File: src/rtl/jpegls_pipe_ctrl_if.sv
// Pixel source handshake for the JPEG-LS pipeline controller:
// the source offers a pixel (with end-of-frame mark) and the controller accepts it.
interface jpegls_pipe_ctrl_if;
  logic pixel_valid;
  logic pixel_ready;
  logic eof_in;

  modport master (output pixel_valid, output eof_in, input pixel_ready);
  modport slave  (input pixel_valid, input eof_in, output pixel_ready);
endinterface

File: src/rtl/jpegls_pipe_ctrl.sv
// Flow controller for the JPEG-LS encoder pipeline: per-stage token tracking,
// register enables, global stall on bit-packer back-pressure and end-of-frame flush.
module jpegls_pipe_ctrl #(
  parameter int NUM_STAGES = 6,
  parameter int CNT_W      = 20
) (
  input  logic                  clk,
  input  logic                  reset,
  jpegls_pipe_ctrl_if.slave     pix,
  input  logic                  packer_stall,
  output logic [NUM_STAGES-1:0] stage_en,
  output logic [NUM_STAGES-1:0] stage_valid,
  output logic                  out_strobe,
  output logic                  eof_out,
  output logic                  frame_done,
  output logic                  busy,
  output logic [CNT_W-1:0]      pixel_count
);

  typedef enum logic [1:0] {IDLE, RUN, FLUSH, DONE} state_t;

  localparam logic [CNT_W-1:0] CNT_MAX = '1;

  state_t                state, state_nxt;
  logic [NUM_STAGES-1:0] valid;
  logic [NUM_STAGES-1:0] eofb;
  logic                  advance;
  logic                  accept;
  logic                  in_idle;

  assign advance         = !packer_stall;
  assign in_idle         = (state == IDLE);
  assign pix.pixel_ready = advance & (in_idle | (state == RUN));
  assign accept          = pix.pixel_valid & pix.pixel_ready;

  // Stage k loads when a token moves into it; stage 0 loads on a source transfer.
  assign stage_en    = {valid[NUM_STAGES-2:0] & {(NUM_STAGES-1){advance}}, accept};
  assign stage_valid = valid;
  assign out_strobe  = advance & valid[NUM_STAGES-1];
  assign eof_out     = out_strobe & eofb[NUM_STAGES-1];
  assign frame_done  = (state == DONE);
  assign busy        = !in_idle | (|valid);

  // NOTE: sequential state uses non-blocking assignments so every register
  // samples the pre-edge values, regardless of process ordering.
  always_ff @(posedge clk or negedge reset) begin
    if (!reset) begin
      valid <= '0;
      eofb  <= '0;
    end else if (advance) begin
      valid <= {valid[NUM_STAGES-2:0], accept};
      eofb  <= {eofb[NUM_STAGES-2:0], accept & pix.eof_in};
    end
  end

  always_ff @(posedge clk or negedge reset) begin
    if (!reset) state <= IDLE;
    else        state <= state_nxt;
  end

  // NOTE: next-state gets a default before the case so no path leaves it
  // unassigned, which would otherwise infer a latch.
  always_comb begin
    state_nxt = state;
    case (state)
      IDLE:    if (accept) state_nxt = pix.eof_in ? FLUSH : RUN;
      RUN:     if (accept && pix.eof_in) state_nxt = FLUSH;
      FLUSH:   if (eof_out) state_nxt = DONE;
      DONE:    state_nxt = IDLE;
      default: state_nxt = IDLE;
    endcase
  end

  // The first accept of a frame restarts the count; the count otherwise holds
  // through DONE/IDLE so software can read the finished frame's total.
  always_ff @(posedge clk or negedge reset) begin
    if (!reset) begin
      pixel_count <= '0;
    end else if (accept && in_idle) begin
      pixel_count <= '0;
    end else if (out_strobe && (pixel_count != CNT_MAX)) begin
      pixel_count <= pixel_count + CNT_W'(1);
    end
  end

endmodule
File: src/flat_wrapper.sv
// flat-port wrapper written by rule: the top's interface ports become plain ports
module jpegls_pipe_ctrl_flat 
#(
  parameter int NUM_STAGES = 6,
  parameter int CNT_W      = 20
)
  (clk, reset, packer_stall, stage_en, stage_valid, out_strobe, eof_out, frame_done, busy, pixel_count, pix_pixel_valid, pix_eof_in, pix_pixel_ready);
  jpegls_pipe_ctrl_if pix_i ();
  input  logic clk;
  input  logic reset;
  input  logic packer_stall;
  output logic [NUM_STAGES-1:0] stage_en;
  output logic [NUM_STAGES-1:0] stage_valid;
  output logic out_strobe;
  output logic eof_out;
  output logic frame_done;
  output logic busy;
  output logic [CNT_W-1:0] pixel_count;
  input wire logic [$bits(pix_i.pixel_valid)-1:0] pix_pixel_valid;
  input wire logic [$bits(pix_i.eof_in)-1:0] pix_eof_in;
  output wire logic [$bits(pix_i.pixel_ready)-1:0] pix_pixel_ready;
  assign pix_i.pixel_valid = pix_pixel_valid;
  assign pix_i.eof_in = pix_eof_in;
  assign pix_pixel_ready = pix_i.pixel_ready;
  jpegls_pipe_ctrl #(.NUM_STAGES(NUM_STAGES), .CNT_W(CNT_W)) u_core (.clk(clk), .reset(reset), .pix(pix_i), .packer_stall(packer_stall), .stage_en(stage_en), .stage_valid(stage_valid), .out_strobe(out_strobe), .eof_out(eof_out), .frame_done(frame_done), .busy(busy), .pixel_count(pixel_count));
endmodule
File: config.mk
export PLATFORM = sky130hd
export DESIGN_NAME = jpegls_pipe_ctrl_flat
export DESIGN_NICKNAME = d
export VERILOG_FILES = /design/src/rtl/jpegls_pipe_ctrl_if.sv /design/src/rtl/jpegls_pipe_ctrl.sv /design/src/flat_wrapper.sv
export SDC_FILE = /design/constraint.sdc
export NUM_CORES = 1
export LEC_CHECK = 0
export CAP_MARGIN = 30
export CORE_MARGIN = 2
export CORE_UTILIZATION = 50
export DETAILED_ROUTE_END_ITERATION = 10
export DONT_BUFFER_PORTS = 1
export GPL_ROUTABILITY_DRIVEN = 0
export PLACE_DENSITY = 0.77
export SYNTH_ARGS = -nofsm -noshare
export SYNTH_HDL_FRONTEND = slang
export SYNTH_SLANG_ARGS = --single-unit
File: constraint.sdc
create_clock -name clk -period 1.8 [get_ports clk]
set_input_delay 0.27 -clock clk [delete_from_list [all_inputs] [get_ports clk]]
set_output_delay 0.27 -clock clk [all_outputs]
set_load 0.005 [all_outputs]
==> run_1/pins.png <==
(6 px per µm) Pins as bars across the die edge, other pins in gray.
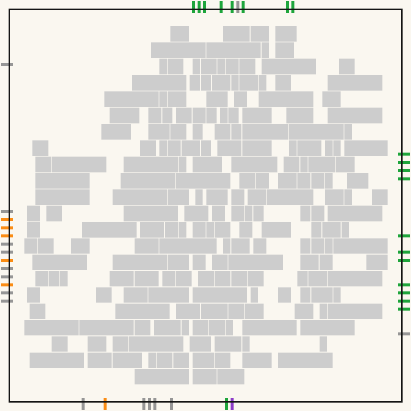
Purple marks frame_done, pins 1, direction output, edge bottom. Green marks pixel_count, pins 20, direction output, edge 11 right, 8 top, 1 bottom. Orange marks stage_en, pins 6, direction output, edge 5 left, 1 bottom.

==> run_1/final_clocks.png <==
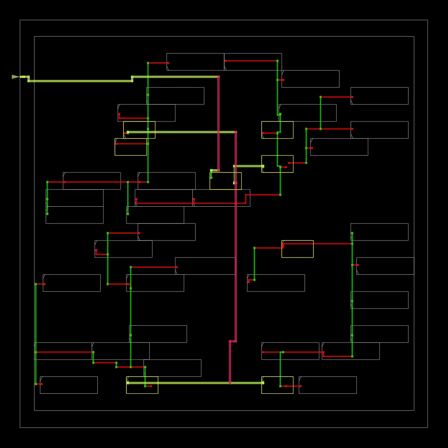
P_clk: 0.657 mW
flop count: 34

==> run_1/met3.png <==
(8 px per µm)
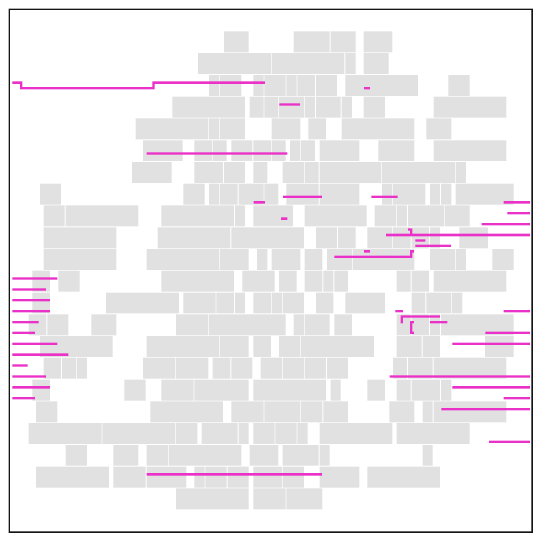
The layer carries 249 µm of wire. The wires run mostly horizontal.

[run 1: through the flow]
| step | hold WS (ns) | util [%] | std cells | TNS, ns | power (mW) |
|---|---|---|---|---|---|
| 3_5_place_dp | -0.0248 | 56.5 | 238 | -0.0462 | 1.64 |
| 6_report | 0.0975 | 63.0 | 254 | 0 | 2.49 |
| 3_3_place_gp | -0.0248 | 56.5 | 238 | 0 | 1.58 |
| 5_1_grt | 0.0868 | 63.0 | 254 | -0.0141 | 2.66 |
| 2_1_floorplan | -0.0256 | - | 175 | 0 | 1.42 |
| 4_1_cts | 0.0909 | 61.1 | 251 | 0 | 2.37 |
[run 1: cell families after synthesis]
logic type | synth area share, %
multiplexers | 6.89
AND-OR/OR-AND | 7.69
AND/OR/NAND/NOR | 26.1
buffers and inverters | 2.81
flip-flops | 45.5
adder cells (fa/ha/maj) | 4.01
XOR/XNOR | 7.02
[run 1: synth_stat cells (3+ instances only)]
| library cell | number |
|---|---|
| nor2_1 | 21 |
| a21oi_1 | 6 |
| xnor2_1 | 10 |
| ha_1 | 6 |
| mux2i_1 | 5 |
| nand3_1 | 6 |
| nand4_1 | 6 |
| and2_1 | 5 |
| dfrtp_1 | 34 |
| nand2_1 | 10 |
| mux2_2 | 7 |
| xor2_1 | 5 |
| and3_1 | 6 |
| a21o_1 | 6 |
| inv_1 | 4 |
| nor2b_1 | 6 |
| buf_2 | 3 |
[run 1: worst paths after layout]
kind / startpoint / end
max in group asynchronous: reset / u_core.state[0]
worst min-delay path: packer_stall / u_core.stage_valid[0]
worst max register to register: u_core.state[1] / u_core.pixel_count[9]
min in group asynchronous: reset / u_core.pixel_count[18]
worst min register to register: u_core.eofb[4] / u_core.eofb[5]
worst max-delay path: u_core.state[1] / stage_en[0]
[run 1: routing by layer]
metal | vias up | share of wire, % | GRT usage [%]
met5 | - | 0 | 0
met4 | 0 | 2.2 | 8.85
met3 | 9 | 6.1 | 7.71
met2 | 52 | 52 | 33.9
met1 | 722 | 40 | 24.4
li1 | 668 | - | -
[run 1: timing repair]
item                                    in CTS  in global routing
gates cloned                                 0                  0
pin swaps                                    1                  3
resized                                      4                 10
endpoints found under the hold margin       34                  0
hold buffers                                 2                  0
buffers inserted                             3                  3
endpoints found under the setup margin       3                 14
[run 1: worst register-to-register path, stage by stage, from the launching register on]
cell and delay, ns:
dfrtp_1 0.39, inv_2 0.13, ha_4 0.17, nor2_4 0.04, nor3b_4 0.20, buf_4 0.15
and2_1 0.19, nor2_1 0.06, mux2_2 0.26
[run 1: registers in the layout, indices dropped and copies added (netlist names)]
name	flops
u_core.stage_valid	6
u_core.pixel_count	20
u_core.eofb	6
u_core.state	2
[run 1: power by group]
part | internal [mW] | total [mW] | switching [mW] | leakage [nW]
combinational | 0.451 | 0.816 | 0.365 | 0.626
clock | 0.386 | 0.657 | 0.271 | 0.0575
sequential | 0.890 | 1.02 | 0.127 | 0.461
total | 1.73 | 2.49 | 0.763 | 1.14
[run 1: area by class of cell]
type	instances	area [µm²]
multi-input cells	131	1010
inverters	4	15.0
clock buffers	8	110
fillers	293	1350
well taps	48	60.1
repair buffers	29	236
flip-flops and latches	34	852
==> flow_summary_export.csv, run 1 <==
group,metric,value,unit
clock_tree,clockBufferDepth,2,
placed_design,dp_hpwl,2910,µm
die,dieHeight,65.2,µm
synth,ys_chip_area,0.00187,mm²
synth,ys_cells,175,
setup_path,critPathMaxStageDelay,0.39,ns
placed_design,portBuffers,0,
route,post_drt_wl_per_cell,16.0,µm
pwr,max-vdd-ir-drop,782,µV
route,drt_iter0_drc,61,
finish,final_common_cell,"dfrtp_1",
sta,relSlewSlack,81.3,%
clock_tree,clock-sinks,34,
die,boundaryPins,42,
hold_path,hold_path_class,"input port to register",
synth,edf_count,0,
setup_path,criticalPathCategory,"register to output pin",
synth,yosys.area.top_type_share,45.5,%
die,coreArea,0.00363,mm²
placed_design,place_area,0.00205,mm²
hold_path,hold_depth,1,
setup_path,crit_chain,"inv_2 -> ha_4 -> nor2_4 -> nor3b_4 -> buf_4 -> buf_6",
clock_tree,cts_tree,"built",
route,wl,4060,µm
sta,finalCriticalPeriod,1.72,ns
finish,diodes,0,
sta,setup_violations,0,
synth,topCellsByArea,"dfrtp_1, xnor2_1, mux2_2",
synth,ys_async_sr_fraction,100,%
route,num_vias,1451,
finish,layout-drive-gt1-share,31.1,%
synth,fp_nets,186,
setup_path,rr_worst_depth,8,
outcome,outcome,"finished, final reports clean",
finish,most-common-layout-cells,"dfrtp_1, buf_4, nor2_1",
grt,grt_pass1_wl,6690,µm
pwr,powerDensity,1090,mW/mm²
sta,fmax,581,MHz
die,row_count,22,
clock_tree,clk_latency,0.29,ns
setup_path,crit_cells,6,
route,dr.pass1.iters,4,
sta,fin_worst_skew,0.00681,ns
die,die_area,0.00425,mm²
die,die_w,65.2,µm
setup_path,critPathBufInv,3,
setup_path,cp_slowest_cell,"dfrtp_1",
finish,postLayoutCellArea,0.00229,mm²
clock_tree,root_buffer,"clkbuf_8",
sta,fin_ws,0.0792,ns
finish,nNetsFinal,216,
grt,grt_pass1_vias,1442,
setup_path,rrSetupSlack,0.11,ns
run,warning_count,31,
grt,antenna_found_initial,0,
setup_path,cp_data_required_time,1.53,ns
==> run_1/cell_classes.png <==
(10 px per µm)
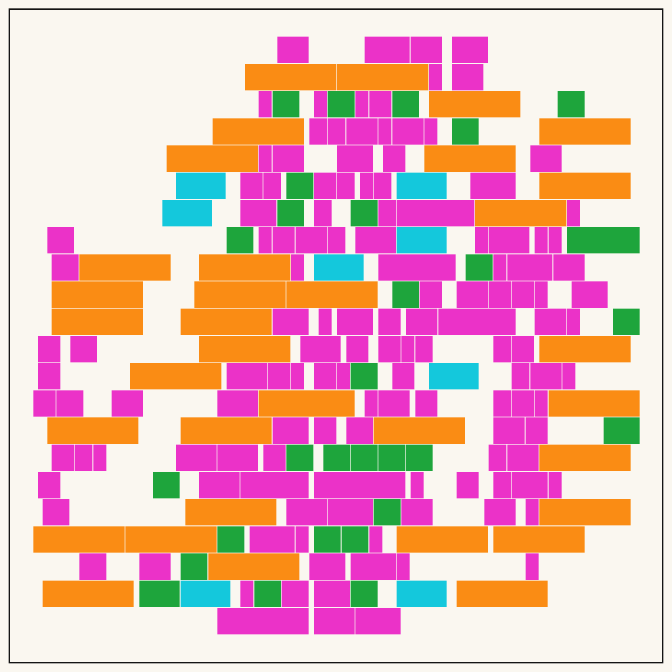

==> inputs of run 2 (changes only) <==
- CORE_UTILIZATION: 50 -> 56
- HOLD_SLACK_MARGIN: not set -> 0.06
- PLACE_DENSITY: 0.77 -> 0.83
==> run_2/cell_classes.png <==
(10 px per µm)
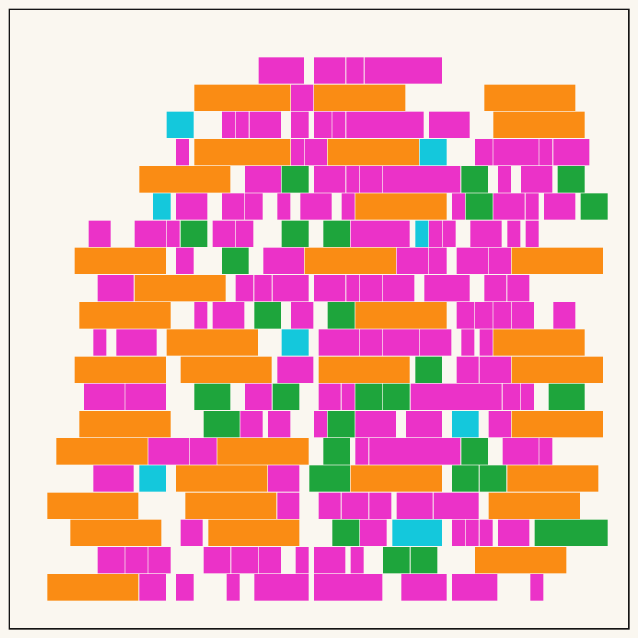
Cyan marks clock drivers and dummy loads, cells 8, share of their area 2.8%. Green marks other buffers and delay cells, cells 28, share of their area 11%. Orange marks flip-flops, cells 34, share of their area 39%. Magenta marks all other logic, cells 135, share of their area 47%.
row count: 20
fin util: 71.4%
total core area: 0.00313 mm²
Seq/total area: 38.2%
final instance area: 0.00223 mm²

==> run 2 against run 1 <==
Core utilization increased by 8.4 points. Setup slack got worse by 0.018 ns. Cell count decreased by 2.0%. Sequential cell count unchanged. Largest power group unchanged. Global-route usage increased by 5.2 points.
==> flow_summary_export.csv, run 2 <==
group,metric,value,unit
synth,ys_chip_area,0.00187,mm²
die,die_area,0.00382,mm²
setup_path,rr_worst_depth,8,
setup_path,criticalPathCategory,"register to register",
finish,most-common-layout-cells,"dfrtp_1, buf_4, nor2_1",
clock_tree,clk_latency,0.35,ns
hold_path,hold_path_class,"input port to register",
synth,ys_cells,175,
grt,grt_pass1_wl,7000,µm
setup_path,cp_data_required_time,2.08,ns
synth,topCellsByArea,"dfrtp_1, xnor2_1, mux2_2",
finish,largest_register,"u_core.pixel_count",
sta,finalCriticalPeriod,1.74,ns
clock_tree,cts_tree,"built",
sta,relSlewSlack,80.4,%
pwr,max-vdd-ir-drop,753,µV
die,die_w,61.8,µm
finish,largest_reg_flops,20,
die,dieHeight,61.8,µm
outcome,outcome,"finished, final reports clean",
clock_tree,root_buffer,"clkbuf_4",
pwr,powerDensity,1020,mW/mm²
synth,synth-xor-area-share,7.02,%
sta,fmax,575,MHz
clock_tree,clock-sinks,34,
die,boundaryPins,42,
synth,synthAoiAreaFrac,7.69,%
finish,layout-drive-gt1-share,30.2,%
route,drt_iter0_drc,109,
synth,fp_nets,186,
synth,ys_async_sr_fraction,100,%
synth,fa_ha_area_share,4.01,%
synth,synth.area.mux_share,6.89,%
synth,edf_count,0,
placed_design,place_area,0.00204,mm²
finish,nNetsFinal,215,
synth,yosysMostFrequentCell,"dfrtp_1",
==> run_2/wire_density.png <==
(4 px per µm) The die is cut into 12 by 12 equal tiles; dark purple is low, yellow is high, scaled to the fullest tile. Values are wire area over tile area, all layers added.
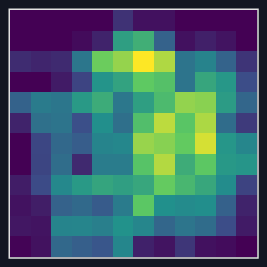
30% of the tiles are over half the peak. The fullest tile reaches 0.52. The emptiest ninth of the die: upper left. The mean over all tiles is 0.19.
Wirelength per Cell: 17.5 µm
Detailed Route WL: 4370 µm
Vias: 1485
Overall Global Routing Usage: 26.0%

==> run 2: area by class of cell <==
| cell class | instances | area [µm²] |
|---|---|---|
| timing repair buffer | 28 | 234 |
| clock buffer | 7 | 55.1 |
| fill | 233 | 895 |
| sequential | 34 | 853 |
| clock inverter | 1 | 5.00 |
| inverter | 4 | 15.0 |
| tap | 44 | 55.1 |
| multi-input combinational | 131 | 1020 |
==> run 2: report_power, final <==
group / leakage [nW] / internal, mW / switching [mW]
combinational: 0.621 / 0.440 / 0.368
sequential: 0.460 / 0.891 / 0.125
clock: 0.0353 / 0.189 / 0.262
total: 1.12 / 1.52 / 0.756
==> run 2: final timing paths <==
check	startpoint	endpoint	slack [ns]
worst min register to register	u_core.eofb[4]	u_core.eofb[4]	0.51
worst max register to register	u_core.state[1]	u_core.state[1]	0.06
worst max-delay path	u_core.state[1]	u_core.state[1]	0.06
max in group asynchronous	reset	u_core.pixel_count[1]	1.23
worst min-delay path	packer_stall	u_core.eofb[1]	0.09
min in group asynchronous	reset	u_core.pixel_count[17]	0.36
==> run 2: stage by stage <==
| stage | total power, mW | hold slack, ns | setup TNS [ns] | instances |
|---|---|---|---|---|
| detailed placement | 1.67 | -0.0248 | -0.0405 | 233 |
| floorplan | 1.42 | -0.0256 | 0 | 175 |
| global placement | 1.60 | -0.0247 | 0 | 233 |
| finish | 2.28 | 0.0851 | 0 | 249 |
| global route | 2.40 | 0.0649 | -0.0663 | 249 |
| CTS | 2.16 | 0.0725 | 0 | 245 |
==> run 2: per-layer routing <==
layer	wire length (µm)	up-vias	GRT usage (%)
met2	2280	55	46.3
li1	-	672	-
met1	1660	745	27.6
met5	0	-	0
met4	119	0	14.9
met3	304	13	6.83
==> run 2: worst max-delay path, cell delays in order (launching register included) <==
cell and delay [ns]:
dfrtp_1 0.42, inv_2 0.13, ha_4 0.16, nor2_2 0.05, nor3b_4 0.25, a21boi_0 0.21
o22ai_1 0.12, buf_4 0.15, mux2i_1 0.17
==> run 2: cells by family after synthesis <==
logic type	after synthesis
DFF	34
adders and majority gates	6
AOI/OAI and AO/OA	21
and+or+nand+nor	77
muxes	12
xor gates and xnor gates	15
buffers and inverters	10
==> run 2: repair_timing <==
item                                    4_1_cts  5_1_grt
buffers inserted                              0        4
hold buffers                                  4        0
resized                                       3       11
hold endpoints to repair                     41        0
pin swaps                                     0        3
endpoints found under the setup margin        5       21
Power figures rest on the tool's default switching activity, not on a simulated workload.
